**src/rtl/neighbor_stream_unpacker_if.sv**
```systemverilog
// Stream and ID-port bundle for the neighbor stream unpacker.
// master: neighbor-bank side and edge-PE consumer; slave: the unpacker itself.
interface neighbor_stream_unpacker_if #(
  parameter int ID_W         = 7,
  parameter int IDS_PER_BEAT = 2,
  parameter int CNT_W        = 5,
  parameter int TAG_W        = 2
);
  logic                         in_valid;
  logic                         in_sos;
  logic                         in_eos;
  logic [ID_W*IDS_PER_BEAT-1:0] in_data;
  logic [TAG_W-1:0]             in_pe_tag;
  logic [CNT_W-1:0]             in_num_iter;
  logic                         out_valid;
  logic                         out_ready;
  logic [ID_W-1:0]              out_id;
  logic                         out_last;

  modport master (
    output in_valid, in_sos, in_eos, in_data, in_pe_tag, in_num_iter, out_ready,
    input  out_valid, out_id, out_last
  );

  modport slave (
    input  in_valid, in_sos, in_eos, in_data, in_pe_tag, in_num_iter, out_ready,
    output out_valid, out_id, out_last
  );
endinterface

```
**src/rtl/neighbor_stream_unpacker.sv**
```systemverilog
// Edge-PE receiver: filters neighbor-bank beats by PE tag, buffers them in a
// small beat FIFO (the stream cannot be stalled) and serializes the packed
// neighbor IDs one per cycle onto a valid/ready port, flagging list ends.
module neighbor_stream_unpacker #(
  parameter int ID_W         = 7,
  parameter int IDS_PER_BEAT = 2,
  parameter int CNT_W        = 5,
  parameter int TAG_W        = 2,
  parameter int PE_ID        = 0,
  parameter int FIFO_DEPTH   = 4
) (
  input  logic                       clk,
  input  logic                       reset,
  neighbor_stream_unpacker_if.slave  bus,
  output logic                       almost_full,
  output logic                       list_done,
  output logic                       proto_err,
  output logic                       overflow
);

  localparam int DATA_W  = ID_W * IDS_PER_BEAT;
  localparam int N_W     = $clog2(IDS_PER_BEAT + 1);
  localparam int LANE_W  = (IDS_PER_BEAT > 1) ? $clog2(IDS_PER_BEAT) : 1;
  localparam int PTR_W   = $clog2(FIFO_DEPTH);
  localparam int OCC_W   = PTR_W + 1;
  localparam int ENTRY_W = DATA_W + N_W + 1;

  localparam logic [OCC_W-1:0] OCC_FULL = OCC_W'(FIFO_DEPTH);
  localparam logic [OCC_W-1:0] OCC_AF   = OCC_W'(FIFO_DEPTH - 1);
  localparam logic [OCC_W-1:0] OCC_ONE  = OCC_W'(1);

  typedef enum logic {S_IDLE, S_EMIT} state_t;

  // ---------------- input side state ----------------
  logic             in_list_reg;
  logic [CNT_W-1:0] total_reg;
  logic [CNT_W-1:0] rcvd_reg;
  logic             proto_err_reg;
  logic             overflow_reg;

  // ---------------- beat FIFO ----------------
  // The occupancy includes the beat currently being serialized: its slot is
  // only released once its last ID has been handed over.
  logic [ENTRY_W-1:0] mem [FIFO_DEPTH];
  logic [PTR_W-1:0]   wr_ptr_reg;
  logic [PTR_W-1:0]   rd_ptr_reg;
  logic [OCC_W-1:0]   occ_reg;

  // ---------------- serializer ----------------
  state_t             state_reg, state_next;
  logic [LANE_W-1:0]  lane_reg, lane_next;
  logic [DATA_W-1:0]  hold_data_reg;
  logic [N_W-1:0]     hold_n_reg;
  logic               hold_last_reg;
  logic [ID_W-1:0]    lane_ids [IDS_PER_BEAT];

  // Combinational helpers
  logic             accept;
  logic             beat_ok;
  logic             restart;
  logic             orphan;
  logic [CNT_W-1:0] total_eff;
  logic [CNT_W-1:0] rcvd_eff;
  logic [CNT_W-1:0] remain;
  logic [N_W-1:0]   n_beat;
  logic             fifo_full;
  logic             push;
  logic             drop;
  logic             pop;
  logic             load;
  logic [PTR_W-1:0] load_ptr;
  logic             finish;
  logic             is_last_lane;
  logic             emit_valid;

  // Split the held beat into its ID lanes (lane 0 in the low bits).
  genvar gi;
  generate
    for (gi = 0; gi < IDS_PER_BEAT; gi++) begin : g_lane
      assign lane_ids[gi] = hold_data_reg[gi*ID_W +: ID_W];
    end
  endgenerate

  // Beat acceptance, list bookkeeping and per-beat ID count.
  always_comb begin
    accept    = bus.in_valid && (bus.in_pe_tag == TAG_W'(PE_ID));
    beat_ok   = accept && (bus.in_sos || in_list_reg);
    restart   = accept && bus.in_sos && in_list_reg;
    orphan    = accept && !bus.in_sos && !in_list_reg;
    total_eff = bus.in_sos ? bus.in_num_iter : total_reg;
    rcvd_eff  = bus.in_sos ? '0 : rcvd_reg;
    remain    = (total_eff > rcvd_eff) ? (total_eff - rcvd_eff) : '0;
    n_beat    = (remain > CNT_W'(IDS_PER_BEAT)) ? N_W'(IDS_PER_BEAT) : remain[N_W-1:0];
    fifo_full = (occ_reg == OCC_FULL);
    // A pop on the same edge frees a slot for the incoming beat.
    push      = beat_ok && (!fifo_full || pop);
    drop      = beat_ok && fifo_full && !pop;
  end

  // List tracking and sticky error flags; counters advance even for dropped beats.
  always_ff @(posedge clk) begin
    if (reset) begin
      in_list_reg   <= 1'b0;
      total_reg     <= '0;
      rcvd_reg      <= '0;
      proto_err_reg <= 1'b0;
      overflow_reg  <= 1'b0;
    end else begin
      if (accept && bus.in_sos) begin
        total_reg <= bus.in_num_iter;
      end
      if (beat_ok) begin
        rcvd_reg    <= rcvd_eff + CNT_W'(n_beat);
        in_list_reg <= !bus.in_eos;
      end
      if (restart || orphan) begin
        proto_err_reg <= 1'b1;
      end
      if (drop) begin
        overflow_reg <= 1'b1;
      end
    end
  end

  // Beat storage write port (no reset needed: occupancy guards every read).
  always_ff @(posedge clk) begin
    if (push) begin
      mem[wr_ptr_reg] <= {bus.in_data, n_beat, bus.in_eos};
    end
  end

  // FIFO pointers and occupancy.
  always_ff @(posedge clk) begin
    if (reset) begin
      wr_ptr_reg <= '0;
      rd_ptr_reg <= '0;
      occ_reg    <= '0;
    end else begin
      if (push) wr_ptr_reg <= wr_ptr_reg + PTR_W'(1);
      if (pop)  rd_ptr_reg <= rd_ptr_reg + PTR_W'(1);
      occ_reg <= occ_reg + OCC_W'(push) - OCC_W'(pop);
    end
  end

  // Serializer next state: load the head beat, step through its lanes, and
  // chain straight into the next queued beat when the current one finishes.
  always_comb begin
    state_next   = state_reg;
    lane_next    = lane_reg;
    pop          = 1'b0;
    load         = 1'b0;
    load_ptr     = rd_ptr_reg;
    finish       = 1'b0;
    emit_valid   = 1'b0;
    is_last_lane = (N_W'(lane_reg) == (hold_n_reg - N_W'(1)));
    case (state_reg)
      S_IDLE: begin
        if (occ_reg != '0) begin
          load       = 1'b1;
          lane_next  = '0;
          state_next = S_EMIT;
        end
      end
      S_EMIT: begin
        if (hold_n_reg == '0) begin
          // Empty beat (list ran out of IDs): nothing to emit, retire it.
          finish = 1'b1;
        end else begin
          emit_valid = 1'b1;
          if (bus.out_ready) begin
            if (is_last_lane) begin
              finish = 1'b1;
            end else begin
              lane_next = lane_reg + LANE_W'(1);
            end
          end
        end
        if (finish) begin
          pop       = 1'b1;
          lane_next = '0;
          if (occ_reg > OCC_ONE) begin
            load     = 1'b1;
            load_ptr = rd_ptr_reg + PTR_W'(1);
          end else begin
            state_next = S_IDLE;
          end
        end
      end
      default: state_next = S_IDLE;
    endcase
  end

  // Serializer state, lane counter and holding register (registered FIFO read).
  always_ff @(posedge clk) begin
    if (reset) begin
      state_reg     <= S_IDLE;
      lane_reg      <= '0;
      hold_data_reg <= '0;
      hold_n_reg    <= '0;
      hold_last_reg <= 1'b0;
    end else begin
      state_reg <= state_next;
      lane_reg  <= lane_next;
      if (load) begin
        {hold_data_reg, hold_n_reg, hold_last_reg} <= mem[load_ptr];
      end
    end
  end

  assign bus.out_valid = emit_valid;
  assign bus.out_id    = emit_valid ? lane_ids[lane_reg] : '0;
  assign bus.out_last  = emit_valid && hold_last_reg && is_last_lane;
  assign list_done     = finish && hold_last_reg;
  assign almost_full   = (occ_reg >= OCC_AF);
  assign proto_err     = proto_err_reg;
  assign overflow      = overflow_reg;

endmodule
```
**src/flat_wrapper.sv**
```systemverilog
// flat-port wrapper written by rule: the top's interface ports become plain ports
module neighbor_stream_unpacker_flat 
#(
  parameter int ID_W         = 7,
  parameter int IDS_PER_BEAT = 2,
  parameter int CNT_W        = 5,
  parameter int TAG_W        = 2,
  parameter int PE_ID        = 0,
  parameter int FIFO_DEPTH   = 4
)
  (clk, reset, almost_full, list_done, proto_err, overflow, bus_in_valid, bus_in_sos, bus_in_eos, bus_in_data, bus_in_pe_tag, bus_in_num_iter, bus_out_ready, bus_out_valid, bus_out_id, bus_out_last);
  neighbor_stream_unpacker_if #(.ID_W(ID_W), .IDS_PER_BEAT(IDS_PER_BEAT), .CNT_W(CNT_W), .TAG_W(TAG_W)) bus_i ();
  input  logic clk;
  input  logic reset;
  output logic almost_full;
  output logic list_done;
  output logic proto_err;
  output logic overflow;
  input wire logic [$bits(bus_i.in_valid)-1:0] bus_in_valid;
  input wire logic [$bits(bus_i.in_sos)-1:0] bus_in_sos;
  input wire logic [$bits(bus_i.in_eos)-1:0] bus_in_eos;
  input wire logic [$bits(bus_i.in_data)-1:0] bus_in_data;
  input wire logic [$bits(bus_i.in_pe_tag)-1:0] bus_in_pe_tag;
  input wire logic [$bits(bus_i.in_num_iter)-1:0] bus_in_num_iter;
  input wire logic [$bits(bus_i.out_ready)-1:0] bus_out_ready;
  output wire logic [$bits(bus_i.out_valid)-1:0] bus_out_valid;
  output wire logic [$bits(bus_i.out_id)-1:0] bus_out_id;
  output wire logic [$bits(bus_i.out_last)-1:0] bus_out_last;
  assign bus_i.in_valid = bus_in_valid;
  assign bus_i.in_sos = bus_in_sos;
  assign bus_i.in_eos = bus_in_eos;
  assign bus_i.in_data = bus_in_data;
  assign bus_i.in_pe_tag = bus_in_pe_tag;
  assign bus_i.in_num_iter = bus_in_num_iter;
  assign bus_i.out_ready = bus_out_ready;
  assign bus_out_valid = bus_i.out_valid;
  assign bus_out_id = bus_i.out_id;
  assign bus_out_last = bus_i.out_last;
  neighbor_stream_unpacker #(.ID_W(ID_W), .IDS_PER_BEAT(IDS_PER_BEAT), .CNT_W(CNT_W), .TAG_W(TAG_W), .PE_ID(PE_ID), .FIFO_DEPTH(FIFO_DEPTH)) u_core (.clk(clk), .reset(reset), .bus(bus_i), .almost_full(almost_full), .list_done(list_done), .proto_err(proto_err), .overflow(overflow));
endmodule
```
**config.mk**
```make
export PLATFORM = sky130hd
export DESIGN_NAME = neighbor_stream_unpacker_flat
export DESIGN_NICKNAME = d
export VERILOG_FILES = /design/src/rtl/neighbor_stream_unpacker_if.sv /design/src/rtl/neighbor_stream_unpacker.sv /design/src/flat_wrapper.sv
export SDC_FILE = /design/constraint.sdc
export NUM_CORES = 1
export LEC_CHECK = 0
export CAP_MARGIN = 20
export CORE_UTILIZATION = 50
export CTS_CLUSTER_DIAMETER = 100
export DETAILED_ROUTE_END_ITERATION = 6
export PLACE_DENSITY = 0.73
export SKIP_CTS_REPAIR_TIMING = 1
export SLEW_MARGIN = 20
export SYNTH_ARGS = -nofsm -noshare
export SYNTH_HDL_FRONTEND = slang
export SYNTH_SLANG_ARGS = --single-unit
```
**constraint.sdc**
```tcl
create_clock -name clk -period 4.2 [get_ports clk]
set_input_delay 0.84 -clock clk [delete_from_list [all_inputs] [get_ports clk]]
set_output_delay 0.84 -clock clk [all_outputs]
set_load 0.005 [all_outputs]
```
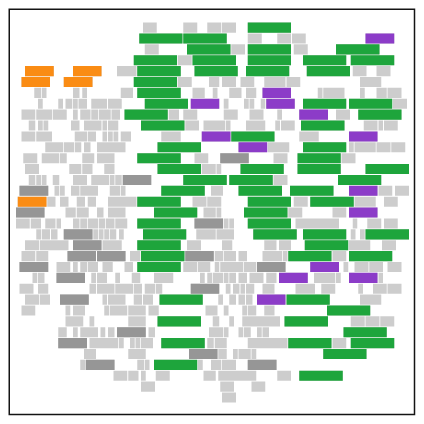
*Sequential cells grouped by signal name*
Drawn at 4 px/um. Other sequential cells in the stronger gray, the rest of the logic in the fainter gray.
signal	color	sequential cells
u_core.hold_data_reg	purple	14
u_core.mem	green	68
u_core.total_reg	orange	5
not colored	20
Seq power: 1.26 mW
fraction of area in registers: 50.6%
final core occ: 59.5%
FF/Latch Area: 2820 um2

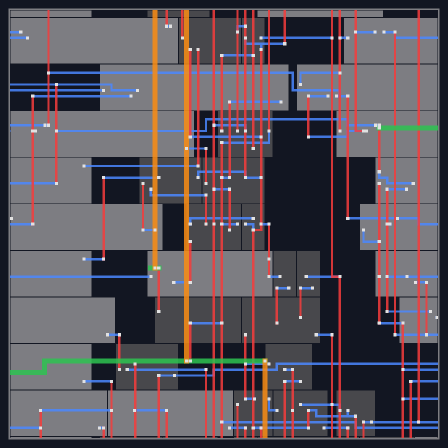
*A small window of the routed layout*
Window x 38 to 63, y 38 to 63 um. Cells in gray, sequential cells in the stronger gray; small squares are vias.
layer	color
metal 4	orange
metal 3	green
metal 2	red
metal 1	blue
most frequent	edfxtp_1 (8), mux2i_1 (4)
cells with their middle in the window	26
netlist names of flops here include	u_core.mem (8)
sequential cells in the window	10

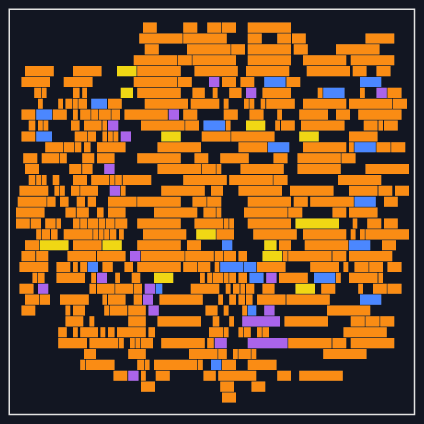
*Cells by drive strength*
Drawn at 4 px/um.
size	color	cells	share	most used
_2 cells	blue	21	4.9%	o221ai_2
_3 and _4 cells	purple	20	4.7%	buf_4
_6 and larger	yellow	13	3.0%	clkbuf_8
_0 and _1 cells	orange	373	87%	edfxtp_1
Final Cell Area: 5580 um2
PnR worst setup slack: 309 ps
nonclk buf count: 54
Layout area overhead: 13.9%

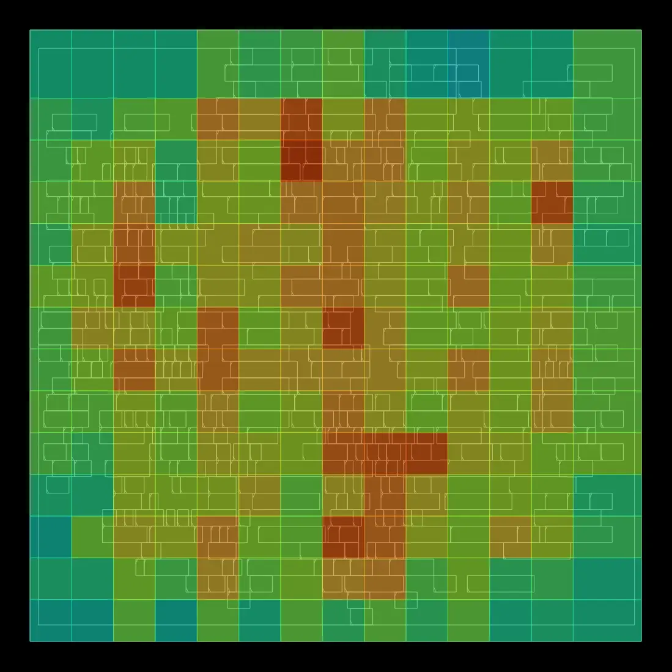
*Congestion heat map*
gr usage total: 18.5%
WL/cell: 15.0 um
met3 usage: 5.48%
met1 Use GR: 22.7%

==> impl_metrics.json <==
{
  "status": "finished clean",
  "largestClassByArea": "registers",
  "busiest_layer": "met2",
  "cts_root_buf": "clkbuf_8",
  "numPortBuffers": 39,
  "grt_max_degree": 29,
  "min_to": "u_core.overflow",
  "comb_area_um2": 1820,
  "switching_share_pct": 31.0,
  "worstSkewPairLatency_ps": 360,
  "synth_cell_types": 52,
  "netlist.area_leader.share_pct": 41.7,
  "routed.top_layer": "met4",
  "flops": 107,
  "dp_slack_ps": -71.6,
  "drt_iter0_markers": 77,
  "grt_overflow_total": 0,
  "clk_pin_slew_ps": 100,
  "nWellTaps": 129,
  "io_pins": 40,
  "fin_skew_ps": 12.8,
  "p_total_mw": 2.69,
  "clockPowerShare_pct": 22.7
}
[placed cells by master, fill, tap and decap left out, types with 4 or more instances in the layout]
cell and instances:
o221ai_1 6, inv_1 15, o21ai_0 9, a21oi_1 17, buf_4 14, nor2b_1 5
nand2b_1 5, and2_1 4, ha_1 17, clkbuf_8 9, nor2_1 25, dfxtp_1 39
edfxtp_1 68, nand2_1 40, xnor2_1 5, nor3_1 5, o221ai_2 10, mux2i_1 42
clkdlybuf4s50_1 39
[how the worst max path moves through the flow]
stage	slack, ps	end
6_report	310	u_core.rcvd_reg[4]
5_1_grt	70	u_core.rcvd_reg[4]
4_1_cts	310	u_core.rcvd_reg[4]
3_5_place_dp	-70	u_core.rcvd_reg[4]
3_3_place_gp	60	u_core.rcvd_reg[4]
2_1_floorplan	70	u_core.rcvd_reg[4]
Power figures rest on the tool's default switching activity, not on a simulated workload.
